===== src/rtl/quiz_pkg.sv =====
// quiz_pkg: phase codes, LFSR seed and question helpers shared by the quiz controller.
package quiz_pkg;
  localparam logic [3:0] ST_IDLE     = 4'b0000;
  localparam logic [3:0] ST_READY    = 4'b0010;
  localparam logic [3:0] ST_QUESTION = 4'b0011;
  localparam logic [3:0] ST_INPUT    = 4'b0100;
  localparam logic [3:0] ST_CORRECT  = 4'b0111;
  localparam logic [3:0] ST_WRONG    = 4'b1000;
  localparam logic [3:0] ST_FINISH   = 4'b1111;
  localparam logic [7:0] LFSR_SEED   = 8'hA5;

  typedef enum logic [3:0] {
    S_IDLE     = ST_IDLE,
    S_READY    = ST_READY,
    S_QUESTION = ST_QUESTION,
    S_INPUT    = ST_INPUT,
    S_CORRECT  = ST_CORRECT,
    S_WRONG    = ST_WRONG,
    S_FINISH   = ST_FINISH
  } state_t;

  function automatic logic [7:0] lfsr_step(input logic [7:0] l);
    return {l[6:0], l[7] ^ l[5] ^ l[4] ^ l[3]};
  endfunction

  // folds 10..15 onto 4..9 so every nibble yields a decimal digit
  function automatic logic [3:0] lfsr_to_digit(input logic [3:0] n);
    return n > 4'd9 ? n - 4'd6 : n;
  endfunction

  function automatic logic [3:0] expected_factors(input logic [3:0] q);
    case (q)
      4'd2, 4'd3, 4'd5, 4'd7: return 4'd1;
      4'd4, 4'd6, 4'd9:       return 4'd2;
      4'd8:                   return 4'd3;
      default:                return 4'd0;
    endcase
  endfunction
endpackage


===== src/rtl/quiz_ctrl_sec_timer.sv =====
// sec_timer: one-second prescaler plus seconds counter, both cleared by clr.
// QUIZ_FAST_SIM_EN bypasses the prescaler so every cycle is a second tick.
module sec_timer #(
  parameter int TICK_DIV = 50_000_000
) (
  input  logic       clk,
  input  logic       rst_n,
  input  logic       clr,
  output logic       sec_tick,
  output logic [7:0] secs
);
`ifdef QUIZ_FAST_SIM_EN
  assign sec_tick = 1'b1;
`else
  localparam int PW = TICK_DIV > 1 ? $clog2(TICK_DIV) : 1;
  logic [PW-1:0] presc;
  assign sec_tick = presc == PW'(TICK_DIV - 1);
  always_ff @(posedge clk or negedge rst_n)
    if (!rst_n) presc <= '0;
    else presc <= clr || sec_tick ? '0 : presc + 1'b1;
`endif
  always_ff @(posedge clk or negedge rst_n)
    if (!rst_n) secs <= '0;
    else if (clr) secs <= '0;
    else if (sec_tick) secs <= secs + 8'd1;
endmodule


===== src/rtl/quiz_ctrl.sv =====
// quiz_ctrl: factorization quiz game sequencer driving the 7-segment stage.
// Define QUIZ_FAST_SIM_EN to make every second last a single clock (simulation only).
module quiz_ctrl
  import quiz_pkg::*;
#(
  parameter int TICK_DIV   = 50_000_000,
  parameter int READY_SEC  = 3,
  parameter int QUE_SEC    = 2,
  parameter int INPUT_SEC  = 5,
  parameter int RESULT_SEC = 2,
  parameter int NUM_ROUNDS = 5
) (
  input  logic       CLK,
  input  logic       nRST,
  input  logic       nSTART,
  input  logic       nENTER,
  input  logic [3:0] SW,
  output logic [3:0] STATE,
  output logic [3:0] QUE,
  output logic [3:0] DIN,
  output logic [3:0] SCORE,
  output logic [3:0] ROUND
);
  state_t     state, nxt;
  logic [2:0] start_s, enter_s;
  logic       start_p, enter_p, sec_tick, done;
  logic [7:0] secs, dur, lfsr, lfsr_n;
  logic [3:0] que_n, score_n, round_n;

  // bits [1:0] synchronise the key, bit 2 holds the previous synchronised level
  assign start_p = start_s[2] & ~start_s[1];
  assign enter_p = enter_s[2] & ~enter_s[1];
  assign STATE   = state;
  assign dur     = state == S_READY    ? 8'(READY_SEC) :
                   state == S_QUESTION ? 8'(QUE_SEC)   :
                   state == S_INPUT    ? 8'(INPUT_SEC) : 8'(RESULT_SEC);
  assign done    = sec_tick && secs + 8'd1 == dur;

  sec_timer #(.TICK_DIV(TICK_DIV)) u_timer (
    .clk      (CLK),
    .rst_n    (nRST),
    .clr      (nxt != state),
    .sec_tick (sec_tick),
    .secs     (secs)
  );

  always_comb begin
    nxt     = state;
    lfsr_n  = lfsr;
    que_n   = QUE;
    score_n = SCORE;
    round_n = ROUND;
    case (state)
      S_IDLE, S_FINISH: if (start_p) begin
        nxt     = S_READY;
        score_n = 4'd0;
        round_n = 4'd0;
      end
      S_READY:    if (done) nxt = S_QUESTION;
      S_QUESTION: if (done) nxt = S_INPUT;
      S_INPUT:    if (enter_p) nxt = DIN == expected_factors(QUE) ? S_CORRECT : S_WRONG;
                  else if (done) nxt = S_WRONG;
      default:    if (done) nxt = ROUND == 4'(NUM_ROUNDS) ? S_FINISH : S_QUESTION;
    endcase
    // a fresh question is drawn exactly once, on the entry edge
    if (nxt == S_QUESTION && state != S_QUESTION) begin
      lfsr_n  = lfsr_step(lfsr);
      que_n   = lfsr_to_digit(lfsr_n[3:0]);
      round_n = ROUND + 4'd1;
    end
    if (nxt == S_CORRECT && state != S_CORRECT) score_n = SCORE == 4'hF ? SCORE : SCORE + 4'd1;
  end

  always_ff @(posedge CLK or negedge nRST)
    if (!nRST) begin
      state   <= S_IDLE;
      lfsr    <= LFSR_SEED;
      QUE     <= 4'd0;
      DIN     <= 4'd0;
      SCORE   <= 4'd0;
      ROUND   <= 4'd0;
      start_s <= 3'd0;
      enter_s <= 3'd0;
    end else begin
      state   <= nxt;
      lfsr    <= lfsr_n;
      QUE     <= que_n;
      DIN     <= SW;
      SCORE   <= score_n;
      ROUND   <= round_n;
      start_s <= {start_s[1:0], nSTART};
      enter_s <= {enter_s[1:0], nENTER};
    end
endmodule


===== config.mk =====
export PLATFORM = sky130hd
export DESIGN_NAME = quiz_ctrl
export DESIGN_NICKNAME = d
export VERILOG_FILES = /design/src/rtl/quiz_pkg.sv /design/src/rtl/quiz_ctrl_sec_timer.sv /design/src/rtl/quiz_ctrl.sv
export SDC_FILE = /design/constraint.sdc
export NUM_CORES = 1
export LEC_CHECK = 0
export ABC_AREA = 1
export CORE_ASPECT_RATIO = 0.6
export CORE_UTILIZATION = 45
export DETAILED_ROUTE_END_ITERATION = 16
export GPL_ROUTABILITY_DRIVEN = 0
export SKIP_LAST_GASP = 1
export SYNTH_ARGS = -nofsm -noshare
export SYNTH_HDL_FRONTEND = slang
export SYNTH_HIERARCHICAL = 1
export SYNTH_SLANG_ARGS = --single-unit

===== constraint.sdc =====
create_clock -name CLK -period 5.7 [get_ports CLK]
set_input_delay 1.14 -clock CLK [delete_from_list [all_inputs] [get_ports CLK]]
set_output_delay 1.14 -clock CLK [all_outputs]
set_load 0.01 [all_outputs]

**Sequential cells colored by netlist name**

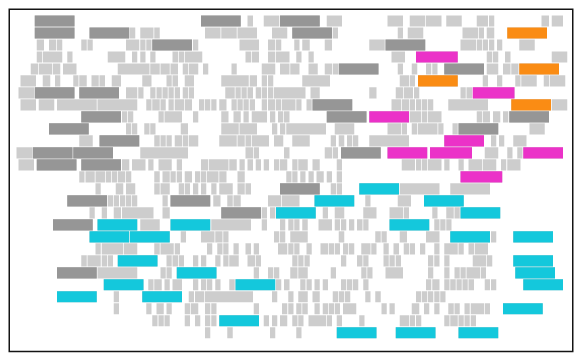
legend:
  magenta:
    netlist_name: lfsr
    sequential_cells: 8
    where: middle right
  orange:
    netlist_name: DIN
    sequential_cells: 4
    where: upper right
  cyan:
    netlist_name: u_timer/presc
    sequential_cells: 26
not colored: 30

**Drive-strength map**

The bar under the picture is 50 µm long.
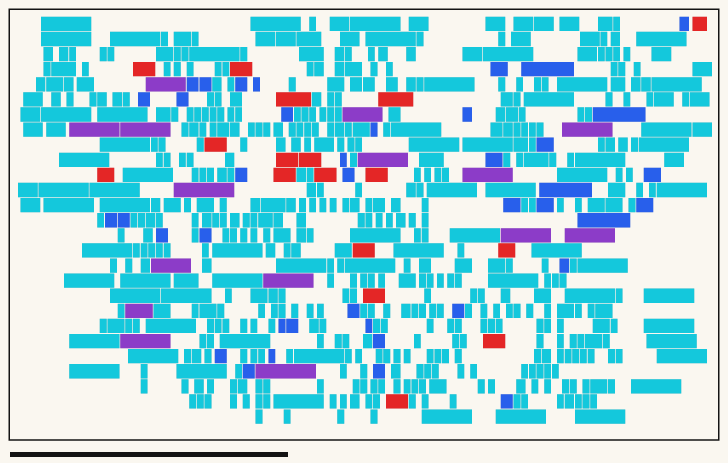
legend:
  red:
    size: x3 and x4
    cells: 17
    most_used: nor2_4
  blue:
    size: x2
    cells: 40
    most_used: nand2_2
  purple:
    size: x6 and larger
    cells: 15
    most_used: clkbuf_16
  cyan:
    size: x1 and smaller
    cells: 546
    most_used: nand2_1

**Routed metal per tile**

The bar under the picture is 50 µm long. 26 x 15 tiles, from dark purple (low) to yellow (high), scaled to the fullest tile. Values are wire area over tile area, all layers added.
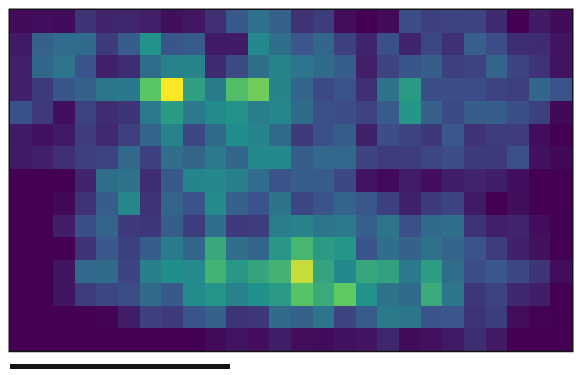
fullest tile: 0.66
tiles over half the peak: 8.2%
mean over tiles: 0.16

**Cell placement**

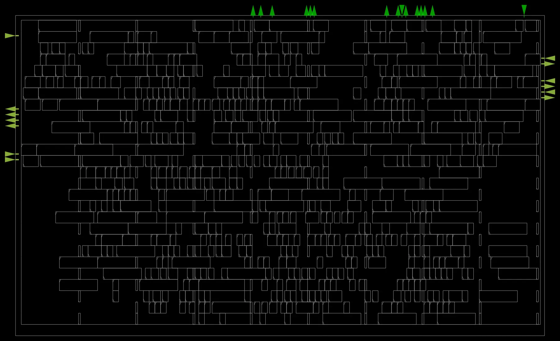
post-route core utilization: 0.5383
Site Rows: 27
core area: 9189 µm²
post-route insts no fill: 748

**Clock wires, drivers and flops**

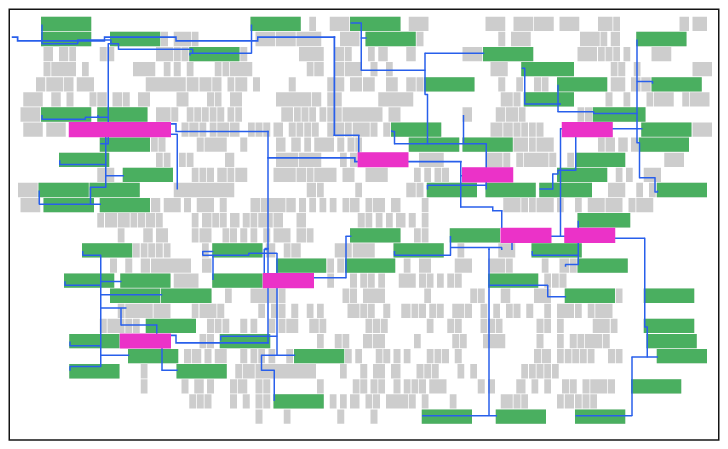
legend:
  magenta:
    item: clock-net drivers
    count: 9
  green:
    item: flip-flops
    count: 68
  blue:
    item: clock wires
    length: 961 µm
flops lie: widely spread
routed clock nets: 10
clock group total power: 604 µW
Clk pwr share: 0.330
Clock Skews: 0.007884 ns
Insertion Delay late pin: 0.33 ns

==> impl_metrics.tcl <==
# collected from the flow reports
set metrics [dict create \
    status "finished clean" \
    area_growth_pct 16.30 \
    rr_worst_depth 24 \
    drt_iter0_markers 248 \
    top_cells_by_area "dfrtp_1 (38%), nand2_1 (16%), nor2_1 (8.7%)" \
    syn_area_per_cell_um2 7.332 \
    dpl-instance-area_um2 4619 \
    ys_async_sr_fraction 1.000 \
    cts_root_buffer "clkbuf_16" \
    cts_tree "built" \
    worstSetupPathType "flop to flop" \
    cts_buffers 9 \
    wl_met2_mm 3.328 \
    gr-usage-met3 0.08583 \
    r2r-start "u_timer/presc[0]" \
    worst_ir_drop_vdd_mv 0.2267 \
    powerDensity_nw_per_um2 370.3 \
    start_kind "flop" \
    antenna_found_initial 0 \
    setup_viol 0 \
    wl_met3_um 685 \
    hold_viol 0 \
    max-slew-margin-rel 0.4122 \
    via_count 3519 \
    grtUsageMet1 0.3536 \
    ff2ff_setup_slack_ns 2.07 \
    ys_seq_share 0.4013 \
    diodes 0 \
    grt_pass1_wl_mm 16.78 \
    fin_crit_ns 3.635 \
    hold_start "enter_s[0]" \
    worstPathBufferInverterCount 2 \
    p_leak_nw 2.282 \
    comb_area_um2 2215 \
    crit_cells 24 \
    ys_ff 68 \
    path_clk_slew_ns 0.06 \
    track_usage 0.2222 \
    post_cts_resized 0 \
    cts_hold_buf 0 \
    drv_cap 0 \
    mostFrequentLayoutCell "nand2_1" \
    clockBufferDepth 2 \
    clock-sinks 68 \
    cp-endpoint "u_timer/secs[7]" \
    ys_cells 580 \
    syn-cell-area_um2 4253 \
    wirelength_mm 9.672 \
    ant_nets 0 \
    min_to "enter_s[1]" \
    post-route-drc-count 0 \
    synth-main-ff-cell "dfrtp_1" \
    min_period_over_period 0.6376 \
    post_cts_buffers 0 \
    fmax_mhz 275.1 \
    syn_nets 595 \
    fp.dieArea_um2 9856 \
    io_buffers 27 \
    drive_above_1_share 0.1165 \
    min_path_type "flop to flop" \
    routed.top_layer "met4" \
    whs_ns 0.3447 \
    drt-met1-wl_mm 5.603 \
    switching_power_uw 732.6 \
    path_cells "ha_1 -> nand3_1 -> nor2_1 -> nand2_1 -> nor2_1 -> nand2_1 -> nor2_1 -> nand2_1 -> nor2_4 -> nand2_4 -> nand2_1 -> nand2_1 -> nand2_1 -> nand2_1 -> nand3_1 -> inv_2 -> nand2_1 -> nand2_1 -> nor2_1 -> nand2_1 -> inv_1 -> nand2_8 -> nand2_1 -> nand2_1" \
    max_stage_delay_ns 0.41 \
    design_power_total_mw 1.831 \
    slew_violations 0 \
    firstDrtPassIters 5 \
    finalSetupTns_ns 0 \
    pin_count 28 \
    dp_hpwl_mm 7.313 \
    yosysWarnings 6 \
    wl_per_cell_um 12.93 \
    rsz0062_at_grt "no" \
    p_seq_frac 0.304 \
    combPwrFrac 0.366 \
    cp_common_cell "nand2_1" \
    regArea_um2 1707 \
    edf_count 0 \
    postSynthCellCount 580 \
    cp_slowest_cell "dfrtp_1" \
    htree_num_levels 3 \
    die_w_um 127.5 \
    rr_endpoint "u_timer/secs[7]" \
    final_cell_mix "nand2_1 (179), nor2_1 (99), dfrtp_1 (64), inv_1 (64), nand3_1 (47)" \
    crit_arrival_ns 3.85 \
    worst_path_dominant_cell_family "simple AND/OR/NAND/NOR gates" \
    fillers 898 \
    initial_utilization 0.4628 \
    gr-max-usage-layer "met1" \
    cp-startpoint "u_timer/presc[0]" \
    ys_types 30 \
    top_cell_area_share 0.3766 \
    switching_share 0.4000 \
    grt_start_max_net_pins 69 \
    critPathCaptureType "flop" \
    fin_area_um2 4946 \
    yosys_area_um2 4253 \
    min_path_cells 0 \
]
==> cell type report <==
cell class | count | area share
sequential | 68 | 0.3451
clock buffer | 10 | 0.04832
clock inverter | 6 | 0.01771
multi-input combinational | 436 | 0.4478
inverter | 70 | 0.05312
timing repair buffer | 28 | 0.05515
tap | 130 | 0.03289
==> state kept, by name, summed over array words and instances (netlist names) <==
register       count
u_timer/presc     26
lfsr               8
u_timer/secs       8
DIN                4
QUE                4
ROUND              4
SCORE              4
STATE              4
enter_s            3
start_s            3
==> cells by family (layout without fill, tap and decap cells) <==
logic type	Yosys count	in the layout	synth area share
flops	68	68	0.4013
buf+inv	76	114	0.07796
simple gates	377	377	0.4063
fa+ha+maj	7	7	0.02059
compound gates	24	24	0.03619
xor+xnor	28	28	0.05766
==> stage by stage <==
stage,cells,util,setup slack [ns]
3_3_place_gp,732,0.5027,2.263
3_5_place_dp,732,0.5027,2.067
6_report,748,0.5383,2.065
2_1_floorplan,580,-,2.707
5_1_grt,748,0.5383,1.543
4_1_cts,748,0.5383,2.050
==> power groups by stage <==
stage	combinational [mW]	clock, mW	sequential (mW)
floorplan	0.623	0	0.564
global placement	0.675	0	0.562
detailed placement	0.672	0	0.566
CTS	0.676	0.618	0.557
global route	0.750	0.640	0.563
finish	0.671	0.604	0.557
==> cells in the mapped netlist (4+ instances only) <==
master / number
nor2_1: 99
nand2_4: 5
xor2_1: 18
buf_6: 4
dfrtp_1: 64
nand4_1: 11
nor2_4: 7
o21ai_0: 7
nand3_1: 47
xnor2_1: 10
inv_1: 64
nor2_2: 9
inv_2: 6
ha_1: 7
dfstp_2: 4
o21ai_2: 7
a21oi_1: 5
nand2_1: 179
nand2_2: 11
Power is estimated from default activity; no workload was simulated.
